clock_map.png
Drawn at 6 px/um.
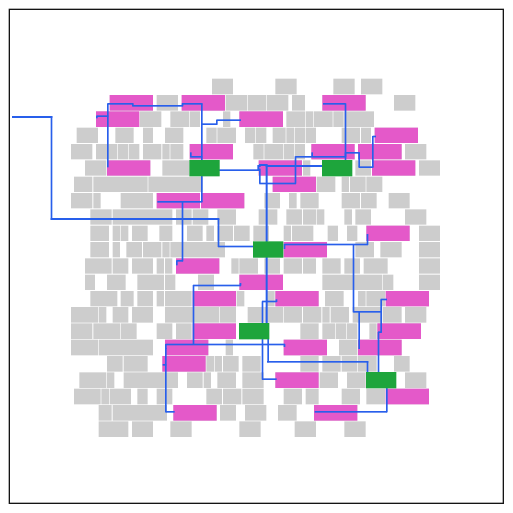
gate_families.png
Drawn at 3 px/um.
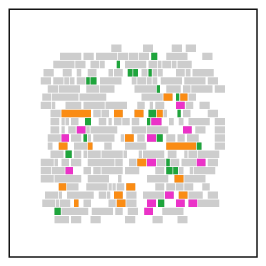
metal_stack.png
Drawn at 3 px/um.
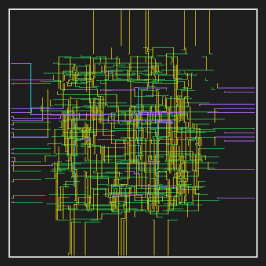
final_clocks.png
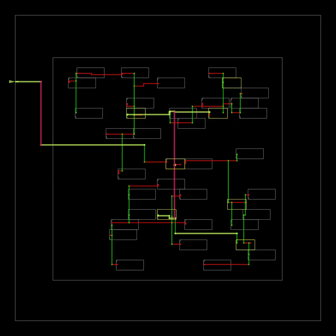
met3.png
Drawn at 6 px/um.
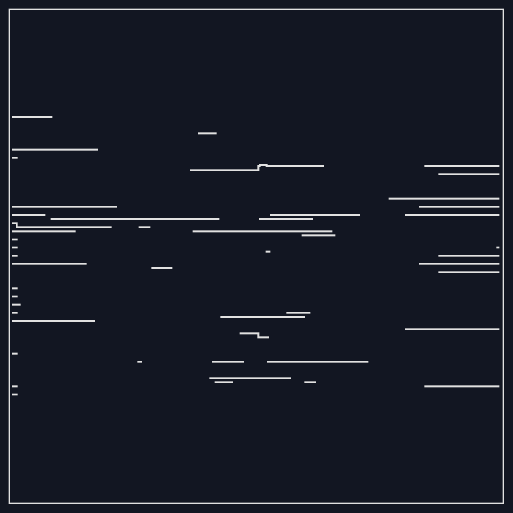
==> config.mk <==
export PLATFORM = sky130hd
export DESIGN_NAME = lfsr_engine_flat
export DESIGN_NICKNAME = d
export VERILOG_FILES = /design/src/rtl/lfsr_pkg.sv /design/src/rtl/lfsr_engine_if.sv /design/src/rtl/lfsr_cell.sv /design/src/rtl/lfsr_engine.sv /design/src/flat_wrapper.sv
export SDC_FILE = /design/constraint.sdc
export NUM_CORES = 1
export LEC_CHECK = 0
export CORE_MARGIN = 10
export CORE_UTILIZATION = 45
export DETAILED_ROUTE_END_ITERATION = 10
export HOLD_SLACK_MARGIN = 0.08
export PLACE_DENSITY_LB_ADDON = 0.05
export SYNTH_ARGS = -nofsm -noshare
export SYNTH_HDL_FRONTEND = slang
export SYNTH_SLANG_ARGS = --single-unit
==> constraint.sdc <==
create_clock -name Clock -period 2.6 [get_ports Clock]
set_clock_uncertainty 0.15 [all_clocks]
set_input_delay 0.52 -clock Clock [delete_from_list [all_inputs] [get_ports Clock]]
set_output_delay 0.52 -clock Clock [all_outputs]
set_load 0.01 [all_outputs]
==> impl_metrics.json <==
{
  "status": "finished, final reports clean",
  "switching_share": 0.2577,
  "io_pins": 48,
  "seq-power_mw": 0.528,
  "final.setup.worst_slack_ps": 141.6,
  "log.warning_count": 26,
  "grt_overflow": 0,
  "drt-vias-per-instance": 5.473,
  "period_minus_slack_ps": 2458,
  "setup_viol": 0,
  "final_cell_mix": "37 x clkdlybuf4s50_1, 32 x dfxtp_1, 20 x buf_4",
  "setup_tns_ps": 0,
  "worst_pin_slew_ps": 627.0,
  "hold_path_class": "flip-flop to flip-flop",
  "start_kind": "primary input",
  "ys_area_sq_um": 1735,
  "path_cells": "clkdlybuf4s50_1 > ha_1 > nand4_1 > o32ai_4 > a21oi_2 > buf_2",
  "maxSlewHeadroom": 0.5804,
  "avgSynthCellArea_sq_um": 9.182,
  "ys_ff": 32,
  "intPower_mw": 0.8862,
  "post_synth_num_cell_types": 37,
  "p_seq_frac": 0.442,
  "maxSlewViolCount": 0,
  "fill_cells": 302,
  "critPathTopFamily": "buffers and inverters",
  "gp_congestion": 0.8872,
  "rsz0062_at_grt": "no",
  "drc": 0,
  "combGateArea_sq_um": 1060,
  "dieWidth_um": 82.10,
  "synth_seq_share": 0.3691,
  "worstPathRequired_ps": 1930,
  "cts_root_buffer": "clkbuf_8",
  "ys.warnings.count": 0,
  "p_comb_mw": 0.259,
  "cts_resized": 17,
  "edf_count": 0,
  "top_area_frac": 0.3691,
  "dp_cells": 285,
  "fmaxAchievable_ghz": 0.4068,
  "final-hold-violation-count": 0,
  "fin_util": 0.6876,
  "post-place-ws_ps": -441.8,
  "hold_buffers": 0,
  "core_area_sq_um": 3689,
  "finish.instance_area_sq_um": 2536
}
About clock_map.png:
[blue] clock wires | length: 411 um
[magenta] flip-flops | count: 32
[green] cells driving clock nets | count: 5
routed clock nets: 6
clk ins delay skew pair: 280 ps
clock group total power: 0.407 mW
clock power share: 0.341

About gate_families.png:
[magenta] AND-OR and OR-AND gates | cells: 14 | most used: a22o_1
[orange] inverting AOI/OAI gates | cells: 18 | most used: a221oi_1 | where: middle
[green] NAND gates | cells: 22 | most used: nand2_1
Non-Filler Instances: 292
fraction of area in multi-input gates: 0.4179
most frequent logic cell in the layout: clkdlybuf4s50_1

About metal_stack.png:
[cyan] met4 | wire length: 92.5 um
[yellow] met2 | wire length: 2160 um
[purple] met3 | wire length: 406 um
[green] met1 | wire length: 2260 um
gr usage total: 0.1497
post-DR wirelength/cell: 16.85 um
Post-Route WL: 4920 um
total number of vias: 1598

About final_clocks.png:
# clk buffers: 7
clk sinks: 32
flop count: 32

About met3.png:
main direction: horizontal
longest straight run: 27.8 um
nets with wire on the layer: 42
routing usage on met3: 0.05616

[routing by layer]
| layer | vias up | wire length (um) | track usage |
|---|---|---|---|
| met5 | - | 0 | 0 |
| met4 | 0 | 92 | 0.06122 |
| met3 | 9 | 406 | 0.05616 |
| met2 | 65 | 2158 | 0.2179 |
| met1 | 746 | 2263 | 0.1948 |
| li1 | 778 | - | - |
[area by class of cell]
class	instances	area share
well taps	48	0.02368
flip-flops and latches	32	0.2526
multi-input cells	126	0.4179
clock buffers	7	0.03799
inverters	11	0.01628
repair buffers	68	0.2516
[logic make-up after synthesis]
family / synth area share
AND/OR/NAND/NOR: 0.1932
AND-OR/OR-AND: 0.1622
flip-flops: 0.3691
buffers and inverters: 0.09445
XOR/XNOR: 0.09589
adder cells (fa/ha/maj): 0.07931
multiplexers: 0.005768
Power is estimated from default activity; no workload was simulated.
